[src/rtl/load_store_unit.sv]
// Multi-cycle load/store engine between the single-cycle datapath and a req/ack data memory.
// Stores are lane-aligned with byte enables; loads are lane-selected and sign/zero-extended.
module load_store_unit #(
  parameter int TIMEOUT_CYCLES = 64
) (
  input  logic        clk,
  input  logic        rst,
  input  logic        MemRead,
  input  logic        MemWrite,
  input  logic [2:0]  funct3,
  input  logic [31:0] ALUResult,
  input  logic [31:0] WriteData,
  output logic [31:0] ReadData,
  output logic        Stall,
  output logic        AccessErr,
  output logic        BusErr,
  output logic        mem_req,
  output logic        mem_we,
  output logic [31:0] mem_addr,
  output logic [31:0] mem_wdata,
  output logic [3:0]  mem_be,
  input  logic [31:0] mem_rdata,
  input  logic        mem_ack
);

  localparam int CNT_W = $clog2(TIMEOUT_CYCLES + 1);
  localparam logic [CNT_W-1:0] CNT_LAST = CNT_W'(TIMEOUT_CYCLES - 1);

  typedef enum logic [1:0] {IDLE, ACCESS, DONE, ERR} state_t;

  state_t            state, state_nxt;
  logic [31:0]       addr_q;
  logic [2:0]        f3_q;
  logic              we_q;
  logic [3:0]        be_q;
  logic [31:0]       wdata_q;
  logic [CNT_W-1:0]  cnt;
  logic              bus_cause;
  logic [31:0]       read_data;
  logic              start;
  logic              legal;

  function automatic logic legal_start(input logic st, input logic [2:0] f3, input logic [1:0] a);
    logic ok_f3;
    logic misaligned;
    case (f3)
      3'b000, 3'b001, 3'b010: ok_f3 = 1'b1;
      3'b100, 3'b101:         ok_f3 = !st;
      default:                ok_f3 = 1'b0;
    endcase
    misaligned = ((f3[1:0] == 2'b01) && a[0]) || ((f3[1:0] == 2'b10) && (a != 2'b00));
    return ok_f3 && !misaligned;
  endfunction

  function automatic logic [3:0] store_be(input logic [2:0] f3, input logic [1:0] a);
    case (f3[1:0])
      2'b00:   return 4'b0001 << a;
      2'b01:   return 4'b0011 << a;
      default: return 4'b1111;
    endcase
  endfunction

  function automatic logic [31:0] store_wdata(input logic [2:0] f3, input logic [31:0] d);
    case (f3[1:0])
      2'b00:   return {4{d[7:0]}};
      2'b01:   return {2{d[15:0]}};
      default: return d;
    endcase
  endfunction

  function automatic logic [31:0] extend_load(input logic [2:0] f3, input logic [1:0] a,
                                              input logic [31:0] rdata);
    logic        [31:0] lane;
    logic signed [7:0]  sbyte;
    logic signed [15:0] shalf;
    lane  = rdata >> {a, 3'b000};
    sbyte = $signed(lane[7:0]);
    shalf = $signed(lane[15:0]);
    case (f3)
      3'b000:  return 32'(sbyte);
      3'b001:  return 32'(shalf);
      3'b100:  return {24'h0, lane[7:0]};
      3'b101:  return {16'h0, lane[15:0]};
      default: return rdata;
    endcase
  endfunction

  assign start = MemRead | MemWrite;
  assign legal = legal_start(MemWrite, funct3, ALUResult[1:0]);

  always_comb begin
    state_nxt = state;
    case (state)
      IDLE:    if (start) state_nxt = legal ? ACCESS : ERR;
      ACCESS:  if (mem_ack) state_nxt = DONE;
               else if (cnt == CNT_LAST) state_nxt = ERR;
      DONE:    state_nxt = IDLE;
      ERR:     state_nxt = IDLE;
      default: state_nxt = IDLE;
    endcase
  end

  // Request fields are captured at start so they stay stable for the whole access
  always_ff @(posedge clk or negedge rst) begin
    if (!rst) begin
      state     <= IDLE;
      addr_q    <= '0;
      f3_q      <= '0;
      we_q      <= 1'b0;
      be_q      <= '0;
      wdata_q   <= '0;
      cnt       <= '0;
      bus_cause <= 1'b0;
      read_data <= '0;
    end else begin
      state <= state_nxt;
      case (state)
        IDLE: begin
          if (start) begin
            bus_cause <= 1'b0;
            cnt       <= '0;
            if (legal) begin
              addr_q  <= ALUResult;
              f3_q    <= funct3;
              we_q    <= MemWrite;
              be_q    <= MemWrite ? store_be(funct3, ALUResult[1:0]) : 4'b1111;
              wdata_q <= MemWrite ? store_wdata(funct3, WriteData) : 32'h0;
            end else if (!MemWrite) begin
              read_data <= '0;
            end
          end
        end
        ACCESS: begin
          cnt <= cnt + 1'b1;
          if (mem_ack) begin
            if (!we_q) read_data <= extend_load(f3_q, addr_q[1:0], mem_rdata);
          end else if (cnt == CNT_LAST) begin
            bus_cause <= 1'b1;
            if (!we_q) read_data <= '0;
          end
        end
        default: ;
      endcase
    end
  end

  assign ReadData  = read_data;
  assign Stall     = ((state == IDLE) && start) || (state == ACCESS);
  assign AccessErr = (state == ERR) && !bus_cause;
  assign BusErr    = (state == ERR) && bus_cause;
  assign mem_req   = (state == ACCESS);
  assign mem_we    = mem_req && we_q;
  assign mem_be    = mem_req ? be_q : 4'b0000;
  assign mem_addr  = {addr_q[31:2], 2'b00};
  assign mem_wdata = wdata_q;

endmodule
[config.mk]
export PLATFORM = sky130hd
export DESIGN_NAME = load_store_unit
export DESIGN_NICKNAME = d
export VERILOG_FILES = /design/src/rtl/load_store_unit.sv
export SDC_FILE = /design/constraint.sdc
export NUM_CORES = 1
export LEC_CHECK = 0
export CAP_MARGIN = 20
export CORE_AREA = 4 4 121 123
export DETAILED_ROUTE_END_ITERATION = 16
export DIE_AREA = 0 0 125 127
export DONT_BUFFER_PORTS = 1
export PLACE_DENSITY = 0.64
export REMOVE_ABC_BUFFERS = 1
export SLEW_MARGIN = 10
export SYNTH_ARGS = -nofsm -noshare
export SYNTH_HDL_FRONTEND = slang
export SYNTH_SLANG_ARGS = --single-unit
[constraint.sdc]
create_clock -name clk -period 3.4 [get_ports clk]
set_input_delay 0.85 -clock clk [delete_from_list [all_inputs] [get_ports clk]]
set_output_delay 0.85 -clock clk [all_outputs]
set_load 0.01 [all_outputs]
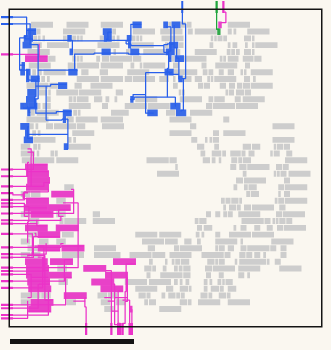
**Above:** run 1 (port wiring).
The bar under the picture is 50 um long.
Green stands for AccessErr, bits 1, direction output, edge north, end cells 1, buffers 0, wire 8.60 um. Magenta stands for mem_addr, bits 32, direction output, edge 24 west, 7 south, 1 north, end cells 32, buffers 0, wire 844 um. Blue stands for funct3, bits 3, direction input, edge 2 west, 1 north, end cells 45, buffers 0, wire 522 um.

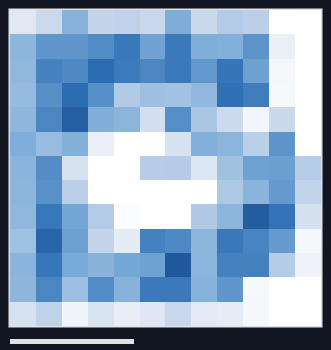
**Above:** run 1 (local utilization).
The bar under the picture is 50 um long. The die is cut into 12 by 13 equal tiles; white is low, dark blue is high, 0 to 100% covered.
The mean over all tiles is 37%. The emptiest ninth of the die: centre. The fullest tile reaches 83%. 3.8% of the tiles are over 75% full. 15% of the tiles are nearly empty.

==> results.sh, run 1 <==
# flow metrics
export IMPL_status="completed"
export IMPL_root_buffer="clkbuf_16"
export IMPL_clk_path_buf_depth=2
export IMPL_drive_above_1_share_pct=16.3
export IMPL_hold_buffers=0
export IMPL_clock_fmax_ghz=0.423
export IMPL_clk_latency_ns=0.41
export IMPL_area_growth_pct=8.73
export IMPL_slowest_stage="dfrtp_1"
export IMPL_wire_per_inst_um=21.6
export IMPL_overflow=0
export IMPL_p_per_area_nw_per_um2=967
export IMPL_ant_nets=0
export IMPL_htreeDepth=4
export IMPL_drv_slew=0
export IMPL_yosys_most_used_dff="dfrtp_1"
export IMPL_clockPowerShare_pct=29.7
export IMPL_ys_cells=532
export IMPL_clk_pin_slew_ns=0.06
export IMPL_synth_cells=532
export IMPL_setup_viol=0
export IMPL_hold_violations=0
export IMPL_cts_tree="yes"
export IMPL_openroad_warnings=27
export IMPL_grt_max_degree=115
export IMPL_totalPowerFinal_mw=5.94
export IMPL_dieArea_um2=15900
export IMPL_max_stage_delay_ns=0.48
export IMPL_grt_pass1_wl_um=23500
export IMPL_n_antenna_cell=0
export IMPL_fin_nets=595
export IMPL_core_um2=13700
export IMPL_ys_async_sr_fraction_pct=100
export IMPL_cp_num_buf_inv=1
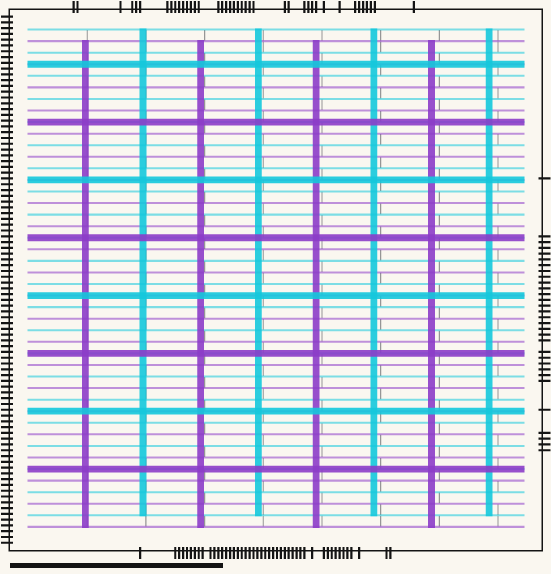
**Above:** run 1 (floorplan with the power grid).
The bar under the picture is 50 um long. Pins as bars on the die edge. Tap cells in grey.
Cyan stands for VDD. Purple stands for VSS.
180 tap cells. 44 met1 rails follow the rows.

[run 1: metal layers]
| metal | global-route usage, % | share of wire, % | vias up | wire, um |
|---|---|---|---|---|
| li1 | - | - | 1783 | - |
| met1 | 22.4 | 41 | 1951 | 5990 |
| met2 | 29.2 | 47 | 184 | 6910 |
| met3 | 9.57 | 11 | 18 | 1630 |
| met4 | 6.70 | 1.6 | 0 | 240 |
| met5 | 0 | 0 | - | 0 |
[run 1: area by class of cell]
type / instances / area [um2] / area share [%]
Clock buffer: 20 / 457 / 7.44
Clock inverter: 12 / 134 / 2.18
Inverter: 3 / 11.3 / 0.183
Multi-Input combinational cell: 346 / 2390 / 38.9
Sequential cell: 114 / 2850 / 46.5
Tap cell: 180 / 225 / 3.67
Timing Repair Buffer: 8 / 72.6 / 1.18
[run 1: power by group through the flow]
stage / Clock [mW] / Combinational (mW) / Sequential (mW)
after floorplan: 0 / 1.12 / 2.55
after global placement: 0 / 1.41 / 2.73
after detailed placement: 0 / 1.48 / 2.73
after CTS: 1.80 / 1.47 / 2.73
after global routing: 1.88 / 1.64 / 2.80
final: 1.76 / 1.47 / 2.71
[run 1: worst paths after layout]
kind | from | end | slack (ns)
max | state[1] | mem_we | 1.03
min | rst | ReadData[13] | 0.13
max reg2reg | cnt[0] | ReadData[7] | 1.07
min reg2reg | cnt[0] | cnt[0] | 0.51
max in group asynchronous | rst | addr_q[29] | 3.03
min in group clk | cnt[0] | cnt[0] | 0.51
[run 1: state kept, by name (all words and copies together) (netlist names)]
register	cells
we_q	1
cnt	7
addr_q	32
bus_cause	1
f3_q	3
be_q	4
ReadData	32
mem_wdata	32
state	2
[run 1: per-stage QoR]
stage	instances	hold WS (ns)	utilization [%]	instance area [um2]
6_report	683	0.134	44.9	6140
5_1_grt	683	0.108	44.9	6140
4_1_cts	683	0.111	44.9	6140
3_5_place_dp	651	0.501	40.6	5550
3_3_place_gp	651	0.483	40.6	5550
2_1_floorplan	463	0.468	-	5240
[run 1: cell families (layout without fill, tap and decap cells)]
| family | after synthesis | count (layout) | synth area share (%) |
|---|---|---|---|
| AND-OR/OR-AND | 147 | 147 | 17.7 |
| AND/OR/NAND/NOR | 122 | 122 | 10.1 |
| flip-flops | 114 | 114 | 50.5 |
| buffers and inverters | 73 | 43 | 7.58 |
| multiplexers | 70 | 70 | 13.2 |
| XOR/XNOR | 4 | 4 | 0.620 |
| adder cells (fa/ha/maj) | 1 | 1 | 0.221 |
| other | 1 | 2 | 0.0664 |
[run 1: cells in the final DEF, fill, tap and decap left out, types with 3 or more instances in the layout]
| cell type | instances |
|---|---|
| mux2_2 | 36 |
| nor2b_1 | 5 |
| a21oi_1 | 28 |
| inv_1 | 3 |
| o211ai_1 | 17 |
| o2bb2ai_1 | 20 |
| clkinv_4 | 3 |
| nand2_1 | 58 |
| buf_4 | 7 |
| nor4_1 | 3 |
| clkinvlp_4 | 5 |
| nor2_1 | 24 |
| mux2i_1 | 34 |
| o21ai_0 | 43 |
| and2_1 | 8 |
| nand2b_1 | 7 |
| o31ai_1 | 17 |
| clkbuf_16 | 17 |
| a22o_1 | 9 |
| dfrtp_1 | 114 |
| o32a_1 | 4 |
| nor3_1 | 4 |
--- run 2 (diff from run 1) ---
--- a/config.mk
+++ b/config.mk
@@ -10,7 +10,7 @@
 export DETAILED_ROUTE_END_ITERATION = 16
 export DIE_AREA = 0 0 125 127
 export DONT_BUFFER_PORTS = 1
-export PLACE_DENSITY = 0.64
+export PLACE_DENSITY = 0.66
 export REMOVE_ABC_BUFFERS = 1
 export SLEW_MARGIN = 10
 export SYNTH_ARGS = -nofsm -noshare
==> constraint.sdc (replaced) <==
create_clock -name clk -period 2.1 [get_ports clk]
set_input_delay 0.525 -clock clk [delete_from_list [all_inputs] [get_ports clk]]
set_output_delay 0.525 -clock clk [all_outputs]
set_load 0.01 [all_outputs]
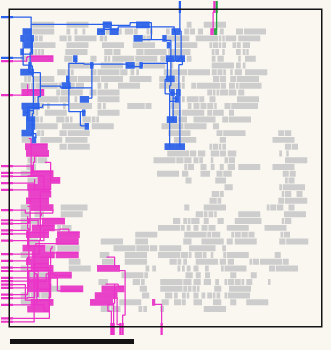
**Above:** run 2 (port wiring).
The bar under the picture is 50 um long.
Magenta stands for mem_addr, bits 32, direction output, edge 26 west, 5 south, 1 north, end cells 32, buffers 0, wire 867 um. Green stands for AccessErr, bits 1, direction output, edge north, end cells 1, buffers 0, wire 8.10 um. Blue stands for funct3, bits 3, direction input, edge 2 west, 1 north, end cells 45, buffers 0, wire 524 um.

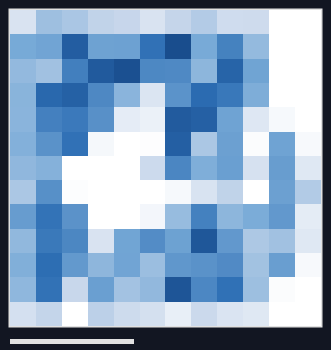
**Above:** run 2 (local utilization).
The bar under the picture is 50 um long. The die is cut into 12 by 13 equal tiles; white is low, dark blue is high, 0 to 100% covered.
9.0% of the tiles are over 75% full. The fullest tile reaches 88%. The mean over all tiles is 38%. 17% of the tiles are nearly empty.

==> run 2 against run 1 <==
Effect of this change: the flow now finishes with violations (hold timing); final area grew 2.2%; register-to-register slack lost 0.90 ns; sequential cell count is the same; power grew 68%.
==> results.sh, run 2 <==
# flow metrics
export IMPL_holdWs_ns=-0.187
export IMPL_htreeDepth=4
export IMPL_area_growth_pct=11.2
export IMPL_fin_cells=696
export IMPL_startpoint="state[0]"
export IMPL_drv_slew=0
export IMPL_clk_pin_slew_ns=0.05
export IMPL_synth_cells=532
export IMPL_drive_above_1_share_pct=18.4
export IMPL_clk_path_buf_depth=2
export IMPL_fin_nets=608
export IMPL_hold_violations=114
export IMPL_clockPowerShare_pct=30.5
export IMPL_comb_area_um2=2390
export IMPL_openroad_warnings=29
export IMPL_n_antenna_cell=0
export IMPL_reg2reg_to="ReadData[10]"
export IMPL_crit_end="mem_be[1]"
export IMPL_ys_cells=532
export IMPL_clock_fmax_ghz=0.513
export IMPL_final_common_cell="dfrtp_1"
export IMPL_totalPowerFinal_mw=9.96
export IMPL_ys_async_sr_fraction_pct=100
export IMPL_clk_latency_ns=0.41
export IMPL_ff2ff_setup_slack_ns=0.17
export IMPL_rr_startpoint="cnt[0]"
export IMPL_yosys_most_used_dff="dfrtp_1"
export IMPL_p_per_area_nw_per_um2=1590
export IMPL_grt_max_degree=115
export IMPL_status="complete, but fails checks"
export IMPL_dieArea_um2=15900
export IMPL_root_buffer="clkbuf_16"
export IMPL_lay_top_cells="dfrtp_1, nand2_1, o21ai_0, mux2_2, mux2i_1"
export IMPL_setup_viol=0
export IMPL_violations="hold timing"
export IMPL_core_um2=13700
export IMPL_ant_nets=0
[run 2: cell counts after synthesis]
Identical to the previous run, type by type.
[run 2: area by class of cell]
class	instances	share of cell area (%)
multi-input combinational	346	38.0
timing repair buffer	21	2.71
clock inverter	10	2.47
inverter	3	0.179
sequential	114	45.5
clock buffer	22	7.55
tap	180	3.59
[run 2: what timing repair did]
item,CTS,global route
resized,0,1
endpoints found under the hold margin,114,114
buffers inserted,0,0
setup endpoints to repair,0,5
[run 2: logic make-up (layout without fill, tap and decap cells)]
| family | count (synthesis) | in the layout | share of synthesized area [%] |
|---|---|---|---|
| AND-OR/OR-AND | 147 | 147 | 17.7 |
| XOR/XNOR | 4 | 4 | 0.620 |
| adder cells (fa/ha/maj) | 1 | 1 | 0.221 |
| buffers and inverters | 73 | 56 | 7.58 |
| flip-flops | 114 | 114 | 50.5 |
| multiplexers | 70 | 70 | 13.2 |
| other | 1 | 2 | 0.0664 |
| AND/OR/NAND/NOR | 122 | 122 | 10.1 |
[run 2: routing by layer]
layer	routed length [um]	up-vias	track usage (%)
met2	7210	201	30.7
met3	1700	26	10.2
met5	0	-	0
met1	5820	1980	21.9
met4	336	0	7.02
li1	-	1815	-
[run 2: how the worst min path moves through the flow]
stage | startpoint | to | slack [ns] | cells after the start
2_1_floorplan | rst | ReadData[0] | 0.23 | 0
3_3_place_gp | rst | cnt[5] | 0.23 | 0
3_5_place_dp | rst | cnt[5] | 0.23 | 0
4_1_cts | rst | cnt[0] | -0.21 | 0
5_1_grt | rst | cnt[0] | -0.22 | 0
6_report | rst | cnt[0] | -0.19 | 0
[run 2: power by group through the flow]
stage | Sequential (mW) | Combinational, mW | Clock (mW)
2_1_floorplan | 4.12 | 1.81 | 0
3_3_place_gp | 4.35 | 2.49 | 0
3_5_place_dp | 4.35 | 2.62 | 0
4_1_cts | 4.35 | 2.61 | 3.08
5_1_grt | 4.46 | 2.90 | 3.21
6_report | 4.32 | 2.61 | 3.04
[run 2: worst max-delay path, cell delays in order (launching register included)]
cell and delay [ns]:
dfrtp_2 0.42, nor2b_1 0.18, buf_4 0.21, and2_1 0.21
[run 2: stage by stage]
step,utilization (%),cell area (um2),hold slack [ns]
floorplan,-,5240,0.229
global placement,41.3,5650,0.233
detailed placement,41.3,5650,0.232
CTS,45.9,6280,-0.208
global route,45.9,6280,-0.216
finish,45.9,6280,-0.187
No activity file was given, so power comes from the tool's default toggle rates.
